[src/rtl/mem_stream_reader.sv]
`default_nettype none
// ============================================================================
//  Module   : mem_stream_reader
//  Purpose  : Reads a burst of consecutive words from a vector memory with a
//             combinational read port and presents them as a valid/ready
//             stream, one word per cycle while the consumer is ready.
//
//  Ports    :
//    clk              in   1     clock, rising-edge active
//    reset            in   1     synchronous active-high reset
//    start            in   1     burst request, only honoured in IDLE
//    base_address     in   AW    first word address of the burst
//    length           in   AW    number of words in the burst
//    mem_read_address out  AW    registered read address to the memory
//    mem_read_data    in   W     combinational read data for that address
//    out_data         out  W     registered stream data
//    out_valid        out  1     out_data holds an unconsumed word
//    out_ready        in   1     consumer accepts the current word
//    busy             out  1     burst in progress (STREAM or DONE)
//    finish           out  1     one-cycle end-of-burst pulse
//
//  Revision : 1.0  initial release
// ============================================================================
module mem_stream_reader #(
  parameter int element_width          = 64,
  parameter int memories_address_width = 20,
  parameter int no_of_units            = 8
) (
  input  logic                                      clk,
  input  logic                                      reset,
  input  logic                                      start,
  input  logic [memories_address_width-1:0]         base_address,
  input  logic [memories_address_width-1:0]         length,
  output logic [memories_address_width-1:0]         mem_read_address,
  input  logic [no_of_units*element_width-1:0]      mem_read_data,
  output logic [no_of_units*element_width-1:0]      out_data,
  output logic                                      out_valid,
  input  logic                                      out_ready,
  output logic                                      busy,
  output logic                                      finish
);

  localparam int aw = memories_address_width;

  localparam logic [1:0] st_idle   = 2'd0;
  localparam logic [1:0] st_stream = 2'd1;
  localparam logic [1:0] st_done   = 2'd2;

  logic [1:0]    state;
  logic [1:0]    state_next;
  logic [aw-1:0] length_q;   // burst length held for the whole burst
  logic [aw-1:0] issued;     // words loaded into the output register so far
  logic          capture;
  logic          load;
  logic          transfer;

  // --------------------------------------------------------------------------
  // Control qualifiers
  // --------------------------------------------------------------------------
  always_comb begin
    capture  = (state == st_idle) && start;
    transfer = (state == st_stream) && out_valid && out_ready;
    // The output register may be refilled when empty or when it is being
    // drained in this same cycle, which gives one word per cycle.
    load     = (state == st_stream) && (issued < length_q) &&
               (!out_valid || out_ready);
  end

  // --------------------------------------------------------------------------
  // FSM: state register
  // --------------------------------------------------------------------------
  always_ff @(posedge clk) begin
    if (reset) begin
      state <= st_idle;
    end else begin
      state <= state_next;
    end
  end

  // --------------------------------------------------------------------------
  // FSM: next-state logic
  // --------------------------------------------------------------------------
  always_comb begin
    state_next = state;
    case (state)
      st_idle: begin
        if (start) begin
          state_next = (length == '0) ? st_done : st_stream;
        end
      end
      st_stream: begin
        // Every word has been loaded once issued reaches length, so a
        // transfer at that point is the final word leaving the register.
        if (transfer && (issued == length_q)) begin
          state_next = st_done;
        end
      end
      st_done: begin
        state_next = st_idle;
      end
      default: begin
        state_next = st_idle;
      end
    endcase
  end

  // --------------------------------------------------------------------------
  // FSM: outputs
  // --------------------------------------------------------------------------
  always_comb begin
    busy   = (state == st_stream) || (state == st_done);
    finish = (state == st_done);
  end

  // --------------------------------------------------------------------------
  // Datapath: address generator, issue counter and output register
  // --------------------------------------------------------------------------
  always_ff @(posedge clk) begin
    if (reset) begin
      mem_read_address <= '0;
      length_q         <= '0;
      issued           <= '0;
      out_data         <= '0;
      out_valid        <= 1'b0;
    end else begin
      if (capture) begin
        length_q <= length;
        issued   <= '0;
        // A zero-length burst never reads, so the address is left alone.
        if (length != '0) begin
          mem_read_address <= base_address;
        end
      end

      if (load) begin
        out_data         <= mem_read_data;
        out_valid        <= 1'b1;
        mem_read_address <= mem_read_address + 1'b1;  // wraps modulo 2^aw
        issued           <= issued + 1'b1;
      end else if (transfer) begin
        out_valid <= 1'b0;
      end
    end
  end

endmodule
`default_nettype wire

[config.mk]
export PLATFORM = sky130hd
export DESIGN_NAME = mem_stream_reader
export DESIGN_NICKNAME = d
export VERILOG_FILES = /design/src/rtl/mem_stream_reader.sv
export SDC_FILE = /design/constraint.sdc
export NUM_CORES = 1
export LEC_CHECK = 0
export CAP_MARGIN = 20
export CORE_AREA = 2 2 430 432
export DETAILED_ROUTE_END_ITERATION = 8
export DIE_AREA = 0 0 432 434
export PLACE_DENSITY_LB_ADDON = 0.2
export SKIP_LAST_GASP = 1
export SLEW_MARGIN = 20
export SYNTH_ARGS = -nofsm -noshare
export SYNTH_HDL_FRONTEND = slang
export SYNTH_SLANG_ARGS = --single-unit
[constraint.sdc]
create_clock -name clk -period 2.29 [get_ports clk]
set_input_delay 0.458 -clock clk [delete_from_list [all_inputs] [get_ports clk]]
set_output_delay 0.458 -clock clk [all_outputs]
set_load 0.05 [all_outputs]
==> images/wires.png <==
(1 px per um) Two of the layers only.
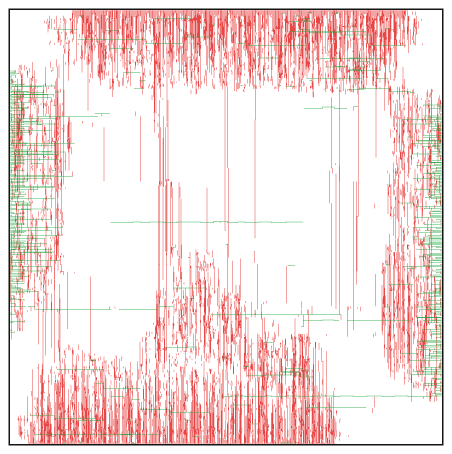
legend:
  green:
    layer: metal 3
    wire_length: 7820 um
  red:
    layer: metal 2
    wire_length: 63.5 mm

==> deck_impl_summary.md <==
Implementation Results

Run status
  – Run status: finished, violations left
  – Violations in the final reports: negative setup slack

Setup path
  – Critical-path top delay cell: sky130_fd_sc_hd__dfxtp_2
  – R2r startpoint: length_q[14]$_SDFFE_PP0P_
  – Worst endpoint data arrival time: around 3.2 ns
  – Critical path endpoint category: flop
  – Cell-by-cell listing of the critical path: inv_2 -> ha_4 -> nand4_1 -> buf_4 -> buf_4 -> inv_1 -> a21oi_2 -> o211a_1 -> buf_12 -> nand2_8 -> buf_16 -> buf_16 -> buf_12 -> buf_12 -> nand2_1 -> a21oi_2
  – Crit start category: flop
  – Largest fanout of any net on the critical path: 7
  – CP most frequent cell: sky130_fd_sc_hd__buf_12
  – Worst path bufs/invs: 9
  – Worst R2R Setup Slack: -0.31 ns
  – Peak per-stage delay on the critical path: about 0.33 ns
  – Crit path max-delay family: buffers and inverters
  – Cell count along the critical path: 16
  – Endpoint of the worst-slack reg-to-reg timing path: out_data[281]$_SDFFE_PP0P_

Layout
  – Final Util: 0.229
  – Share of layout cells above drive strength 1: 0.162
  – Top cells excl fill/tap: 1058 x sky130_fd_sc_hd__clkdlybuf4s50_1, 1017 x sky130_fd_sc_hd__nand2_1, 565 x sky130_fd_sc_hd__dfxtp_1, 477 x sky130_fd_sc_hd__a21oi_1, 176 x sky130_fd_sc_hd__buf_4
  – Multi-input gate share of total cell area: 0.233
  – Filler instances: 20100
  – Area taken by flip-flops and latches: approximately 12000 um2
  – Largest class: non-clock buffers
  – Number of clock buffer instances in the layout: roughly 120
  – Combined area of the multi-input logic cells: 9730 um2
  – Combinational gate count: ~1900
  – Layout clock area frac: 0.0641
  – Number of flip-flops and latches: 575
  – Leading cell type in the layout, fill and taps excluded: sky130_fd_sc_hd__clkdlybuf4s50_1
  – Diodes inserted: 11
  – Number of standard cells in the final layout excluding fillers: roughly 6400
  – Nonclk buf count: 1367
  – Count of inverters other than clock inverters in the layout: 32

Synth
  – Tally of yosys warning messages: 0
  – Synth mux share: 0
  – Number of instances in the synthesized netlist: approximately 2700
  – Dominant cell by count in the synthesized netlist: sky130_fd_sc_hd__nand2_1
  – Net count of the mapped netlist: between 3000 and 4000
  – Netlist area before placement: around 21000 um2
  – Asr flop ratio synth: 0
  – Cell total in the yosys stat output: between 2000 and 3000
  – Cell types with the highest counts after synthesis: 1116 x sky130_fd_sc_hd__nand2_1, 575 x sky130_fd_sc_hd__dfxtp_1, 563 x sky130_fd_sc_hd__a21oi_1
  – Number of register bits inferred by synthesis: about 580
  – Post-synthesis xor/xnor area fraction: 0
  – Count of flip-flops with a built-in enable after synthesis: 0

Placed design
  – PortBufs: about 1100
  – Pre-CTS setup slack: -0.876 ns

Floorplanning
  – Initial core utilization: 0.116
  – Chip footprint: 187000 um2
  – CORE AREA: roughly 180000 um2
  – Die X-Extent: between 400 and 500 um
  – Tap cell instance count: roughly 2400
  – Total I/O pin count: ~1100
  – Row count: about 160
  – Vertical die dimension: 434 um

STA
  – RSZ-0062 raised after global routing: yes
  – Worst clock skew: around 0.034 ns
  – Total count of max-transition violations in the final report: 0
  – Actual transition at the worst max-transition pin: 0.652 ns
  – Post-layout period usage of the worst path: 1.14
  – Final critical-path setup slack: -0.315 ns
  – Setup violation total in the final timing report: 970
  – Max-slew headroom: 0.564
  – Setup TNS: -141.11 ns
  – Hold Violations, Final: 0

Clocking
  – Buffer depth of the longest clock path: 3
  – CTS tree: done
  – Number of buffers created by CTS: 79
  – Clk slew on worst S/H paths: around 0.060 ns
  – Number of hold buffers added after CTS: 0
  – Clk sinks: 575
  – Number of H-tree levels: 3
  – Clock root buffer: sky130_fd_sc_hd__clkbuf_16
  – Clk Latency, worst-skew pair: approximately 0.7 ns
  – Number of gates resized after CTS: 131
  – Number of buffers inserted by post-CTS setup repair: 29

Global routing
  – GR met3 Demand/Resource: 0.0347
  – Global-route wire length before repair: 165000 um
  – GRT Overall Usage: 0.121
  – Most utilized layer in the global route result: met2
  – Met1 track utilization from global routing: 0.139

Min path
  – Hold-critical path endpoint: out_data[177]$_SDFFE_PP0P_
  – Beginning of the worst hold path: reset
  – Hold Path Cell Cnt: 2

Detailed routing
  – ANT nets after route: 0
  – DRT Pass-1 Iters: 5
  – Via count of the routed design: 23100
  – Detail-routed net length per standard cell: 19.3 um
  – Detailed router's first-iteration violation count: 1049

Power
  – Maximum vdd drop: 0.000512 V
  – Areal power density over the cells: roughly 850 nW/um2

Flow run
  – Number of max-capacitance violations reported: 0
==> images/io_placement.png <==
(1 px per um) Pins as bars across the die edge, other pins in grey.
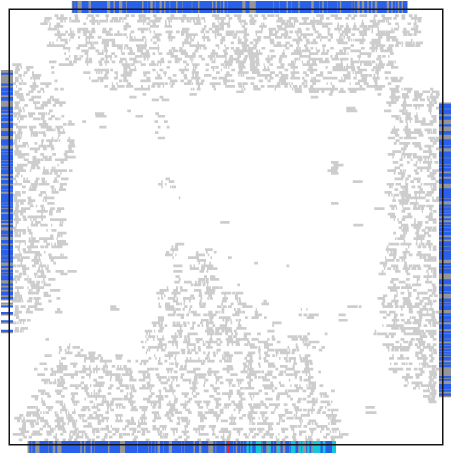
legend:
  blue:
    port: `out_data`
    pins: 512
    direction: output
    edge: 176 north, 139 south, 110 east, 87 west
  red:
    port: `busy`
    pins: 1
    direction: output
    edge: south
  cyan:
    port: `base_address`
    pins: 20
    direction: input
    edge: south

-- sequential cells by signal, indices dropped and copies added, names as in the netlist --
signal	cells
length_q	20
mem_read_address	20
out_valid	1
issued	20
out_data	512
state	2
-- where the power goes --
group	internal [W]	total [W]	switching (W)
registers	0.0109	0.0114	0.000533
logic	0.00455	0.0111	0.00652
clock network	0.00768	0.0130	0.00527
total	0.0231	0.0354	0.0123
-- through the flow --
step                power, W  hold slack (ns)
floorplan             0.0166            0.436
global placement      0.0210            0.441
detailed placement    0.0210            0.445
CTS                   0.0353            0.129
global route          0.0371            0.173
finish                0.0354            0.208
-- layer usage --
layer / vias to the layer above / share of wire
met5: - / 0.00022
met4: 4 / 0.027
met3: 135 / 0.063
met2: 645 / 0.51
met1: 10800 / 0.40
li1: 11500 / -
Power and IR drop assume default switching activity.
